**config.mk**
```make
export PLATFORM = sky130hd
export DESIGN_NAME = forwarding_scoreboard
export DESIGN_NICKNAME = d
export VERILOG_FILES = /design/src/rtl/forwarding_scoreboard.sv
export SDC_FILE = /design/constraint.sdc
export NUM_CORES = 1
export LEC_CHECK = 0
export ABC_AREA = 1
export CAP_MARGIN = 20
export CELL_PAD_IN_SITES_DETAIL_PLACEMENT = 2
export CELL_PAD_IN_SITES_GLOBAL_PLACEMENT = 2
export CORE_MARGIN = 2
export CORE_UTILIZATION = 35
export CTS_CLUSTER_DIAMETER = 60
export DETAILED_ROUTE_END_ITERATION = 16
export DONT_BUFFER_PORTS = 1
export GPL_TIMING_DRIVEN = 0
export HOLD_SLACK_MARGIN = 0.08
export PLACE_DENSITY_LB_ADDON = 0.3
export SYNTH_ARGS = -nofsm -noshare
export SYNTH_HDL_FRONTEND = slang
export SYNTH_SLANG_ARGS = --single-unit
export TNS_END_PERCENT = 20
```
**constraint.sdc**
```tcl
create_clock -name clk -period 2.48 [get_ports clk]
set_input_delay 0.496 -clock clk [delete_from_list [all_inputs] [get_ports clk]]
set_output_delay 0.496 -clock clk [all_outputs]
set_load 0.01 [all_outputs]
```
**src/rtl/forwarding_scoreboard.sv**
```systemverilog
// Forwarding select and load-use interlock for the EX stage, driven by a private
// shift-register record of in-flight register writes in the post-EX stages.

module fs_operand_match #(
  parameter int FWD_STAGES = 2,
  parameter int LOAD_STAGE = 2,
  parameter int RAW        = 5,
  parameter int SELW       = 2
) (
  input  logic [RAW-1:0]                  src,
  input  logic [FWD_STAGES-1:0]           ent_v,
  input  logic [FWD_STAGES-1:0][RAW-1:0]  ent_rd,
  input  logic [FWD_STAGES-1:0]           ent_ld,
  output logic [SELW-1:0]                 sel,
  output logic                            not_ready
);
  logic found;

  // Scan from stage 1 outward so the nearest writer shadows older ones.
  always_comb begin
    sel       = '0;
    not_ready = 1'b0;
    found     = 1'b0;
    for (int k = 0; k < FWD_STAGES; k++) begin
      if (!found && ent_v[k] && (ent_rd[k] == src) && (src != '0)) begin
        found     = 1'b1;
        sel       = SELW'(k + 1);
        not_ready = ent_ld[k] && ((k + 1) < LOAD_STAGE);
      end
    end
  end
endmodule

module forwarding_scoreboard #(
  parameter  int NSRC       = 2,
  parameter  int FWD_STAGES = 2,
  parameter  int LOAD_STAGE = 2,
  parameter  int RAW        = 5,
  parameter  int CNTW       = 32,
  localparam int SELW       = $clog2(FWD_STAGES + 1)
) (
  input  logic                 clk,
  input  logic                 rst_n,
  input  logic                 hold,
  input  logic                 ex_valid,
  input  logic                 ex_regwrite,
  input  logic                 ex_is_load,
  input  logic [RAW-1:0]       ex_rd,
  input  logic                 ex_flush,
  input  logic [NSRC*RAW-1:0]  ex_src,
  output logic [NSRC*SELW-1:0] fwd_sel,
  output logic                 stall,
  output logic                 is_forwarding,
  output logic [CNTW-1:0]      stall_count,
  output logic [CNTW-1:0]      fwd_count
);
  // Index k-1 holds the instruction currently in post-EX stage k.
  logic [FWD_STAGES-1:0]           ent_v;
  logic [FWD_STAGES-1:0][RAW-1:0]  ent_rd;
  logic [FWD_STAGES-1:0]           ent_ld;

  logic [NSRC-1:0][SELW-1:0] op_sel;
  logic [NSRC-1:0]           op_nr;
  logic                      push_v;

  genvar i;
  generate
    for (i = 0; i < NSRC; i++) begin : g_op
      fs_operand_match #(
        .FWD_STAGES(FWD_STAGES), .LOAD_STAGE(LOAD_STAGE), .RAW(RAW), .SELW(SELW)
      ) u_match (
        .src       (ex_src[i*RAW +: RAW]),
        .ent_v     (ent_v),
        .ent_rd    (ent_rd),
        .ent_ld    (ent_ld),
        .sel       (op_sel[i]),
        .not_ready (op_nr[i])
      );
    end
  endgenerate

  assign stall         = ex_valid & (|op_nr);
  assign fwd_sel       = (ex_valid && !stall) ? op_sel : '0;
  assign is_forwarding = |fwd_sel;

  // A stalled EX instruction re-issues next cycle, so it pushes a bubble now.
  assign push_v = ex_valid & ex_regwrite & ~ex_flush & ~stall & (ex_rd != '0);

  always_ff @(posedge clk or negedge rst_n) begin
    if (!rst_n) begin
      ent_v  <= '0;
      ent_rd <= '0;
      ent_ld <= '0;
    end else if (!hold) begin
      for (int k = FWD_STAGES - 1; k >= 1; k--) begin
        ent_v[k]  <= ent_v[k-1];
        ent_rd[k] <= ent_rd[k-1];
        ent_ld[k] <= ent_ld[k-1];
      end
      ent_v[0]  <= push_v;
      ent_rd[0] <= ex_rd;
      ent_ld[0] <= ex_is_load;
    end
  end

  always_ff @(posedge clk or negedge rst_n) begin
    if (!rst_n) begin
      stall_count <= '0;
      fwd_count   <= '0;
    end else if (!hold) begin
      if (stall && (stall_count != '1))
        stall_count <= stall_count + 1'b1;
      if (is_forwarding && (fwd_count != '1))
        fwd_count <= fwd_count + 1'b1;
    end
  end
endmodule

```
==> results.yml <==
# synthesis and place-and-route metrics
sta:
  setup_viol: 0
  fmax_mhz: 416.5
  period_needed_ps: 2401
  relSlewSlack: 0.6210
pwr:
  p_per_area_nw_per_um2: 555.2
  pwr-share-clk: 0.512
  switching_share: 0.2460
  pwr-share-comb: 0.075
  ir_worst_vdd_v: 0.0003091
  p_leak_nw: 2.808
  p_int_mw: 2.491
floorplanning:
  fp_util: 0.3547
setup_path:
  cp_num_buf_inv: 2
  crit_type: "flip-flop to output port"
  path_common_cell: "nor2_1"
  critical_path_arrival_ps: 1900
  startpoint_type: "flip-flop"
  worst-path-stages: 8
  required_ps: 1980
  r2r_cells: 9
  cp_top_family: "AND-OR/OR-AND gates"
global_routing:
  grt_max_degree: 78
  grt-ovfl-total: 0
  grt_pass1_vias: 5840
  grt_use_total: 0.2544
  antenna_found_initial: 0
clocking:
  clock_path_buffers: 2
  cts.htree.levels: 3
  cts_hold_buffers: 2
  cts-resized-gates: 23
synthesis:
  synthCells: 736
  yosysChipArea_um2: 5116
  syn_avg_cell_area_um2: 6.951
  yosysUniqueCellTypes: 34
  xor_area_frac: 0.09587
  synth.largest_area_cell: "dfrtp_1"
  edf_count: 0
  synth_top_flop_cell: "dfrtp_1"
  fp_nets: 760
min_path:
  min_path_cells: 2
  hold_path.startpoint: "ex_is_load"
drt:
  drt_pre_antenna_iters: 4
  via_per_inst: 5.445
  drtIter0Drc: 179
  routedWlPerCell_um: 20.56
  num_vias: 5178
status:
  run_status: "complete, no violations"
## path summary, 6_finish.rpt
kind / to / slack [ps]
setup / recovery: is_forwarding / 80
hold / removal: ent_ld[0] / 270
setup reg to reg: stall_count[31] / 140
hold reg to reg: ent_ld[0] / 520
max in group asynchronous: stall_count[0] / 1410
min in group asynchronous: stall_count[17] / 720
## metrics by stage
| step | hold WS (ps) | util | worst slack [ps] | instances | power, mW |
|---|---|---|---|---|---|
| 2_1_floorplan | 200.4 | - | 396.7 | 736 | 1.499 |
| 3_3_place_gp | 202.8 | 0.3707 | 64.35 | 920 | 1.553 |
| 3_5_place_dp | 204.4 | 0.3707 | -84.47 | 920 | 1.574 |
| 4_1_cts | 268.8 | 0.4063 | -8.271 | 942 | 3.325 |
| 5_1_grt | 287.7 | 0.4126 | -20.20 | 951 | 3.419 |
| 6_report | 271.4 | 0.4126 | 79.28 | 951 | 3.304 |
## power groups by stage
stage | clock, mW | combinational, mW | sequential [mW]
3_5_place_dp | 0 | 0.190 | 1.38
5_1_grt | 1.76 | 0.284 | 1.37
6_report | 1.69 | 0.249 | 1.36
3_3_place_gp | 0 | 0.174 | 1.38
4_1_cts | 1.72 | 0.240 | 1.36
2_1_floorplan | 0 | 0.136 | 1.36
## cell type report
cell class                      instances  share of cell area
Buffer                                 20             0.02061
Clock buffer                           10             0.04016
Clock inverter                          6             0.02250
Inverter                               68             0.04289
Multi-Input combinational cell        570              0.4865
Sequential cell                        77              0.3246
Tap cell                              184             0.03869
Timing Repair Buffer                   16             0.02397
## metal layers
metal	routed length [um]	up-vias	share of wire	track usage
li1	-	2408	-	-
met4	359	0	0.018	0.07124
met1	7863	2645	0.40	0.2905
met2	10430	99	0.53	0.4725
met3	906	26	0.046	0.06143
met5	0	-	0	0
Figure 1. Supply network.
Pins as bars on the die edge.
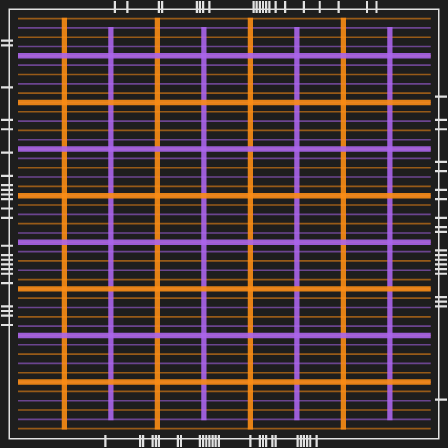
Purple stands for VDD. Orange stands for VSS.
8 straps on met5. 45 met1 rails follow the rows. The core has 44 rows. 92 signal pins sit on the boundary.

Figure 2. Metal 1.
Supply wires on this layer in gray.
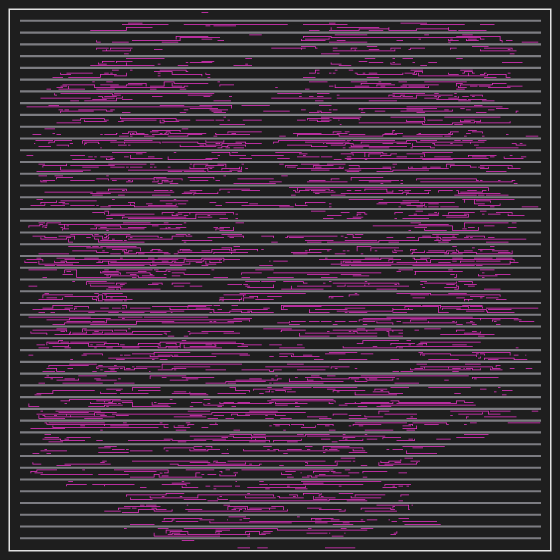
750 nets have wire on it. The layer holds 40% of the routed length. The wires run mostly horizontal.
GR Util met1: 0.2905
Routed WL: 19.56 mm

Figure 3. The clock network.
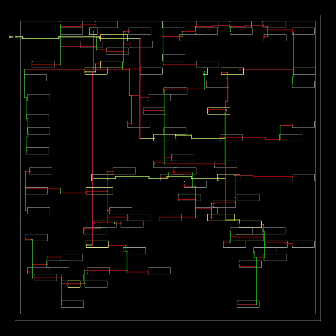
clk sinks: 77
Seq cells: 77
P_clk: 1.69 mW
Layout Skew: 10.20 ps

Figure 4. Sequential cells grouped by signal name.
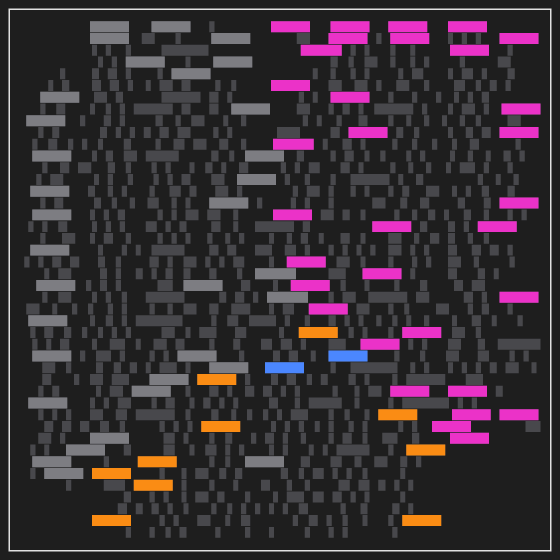
Blue stands for ent_v, flops 2. Magenta stands for stall_count, flops 32. Orange stands for ent_rd, flops 10.
Another 33 sequential cells are not colored.
flop share of the area: 0.3246
sequential logic power: 1.36 mW
Flop area: 1932 um2
fin util: 0.4126

Power and IR drop assume default switching activity.
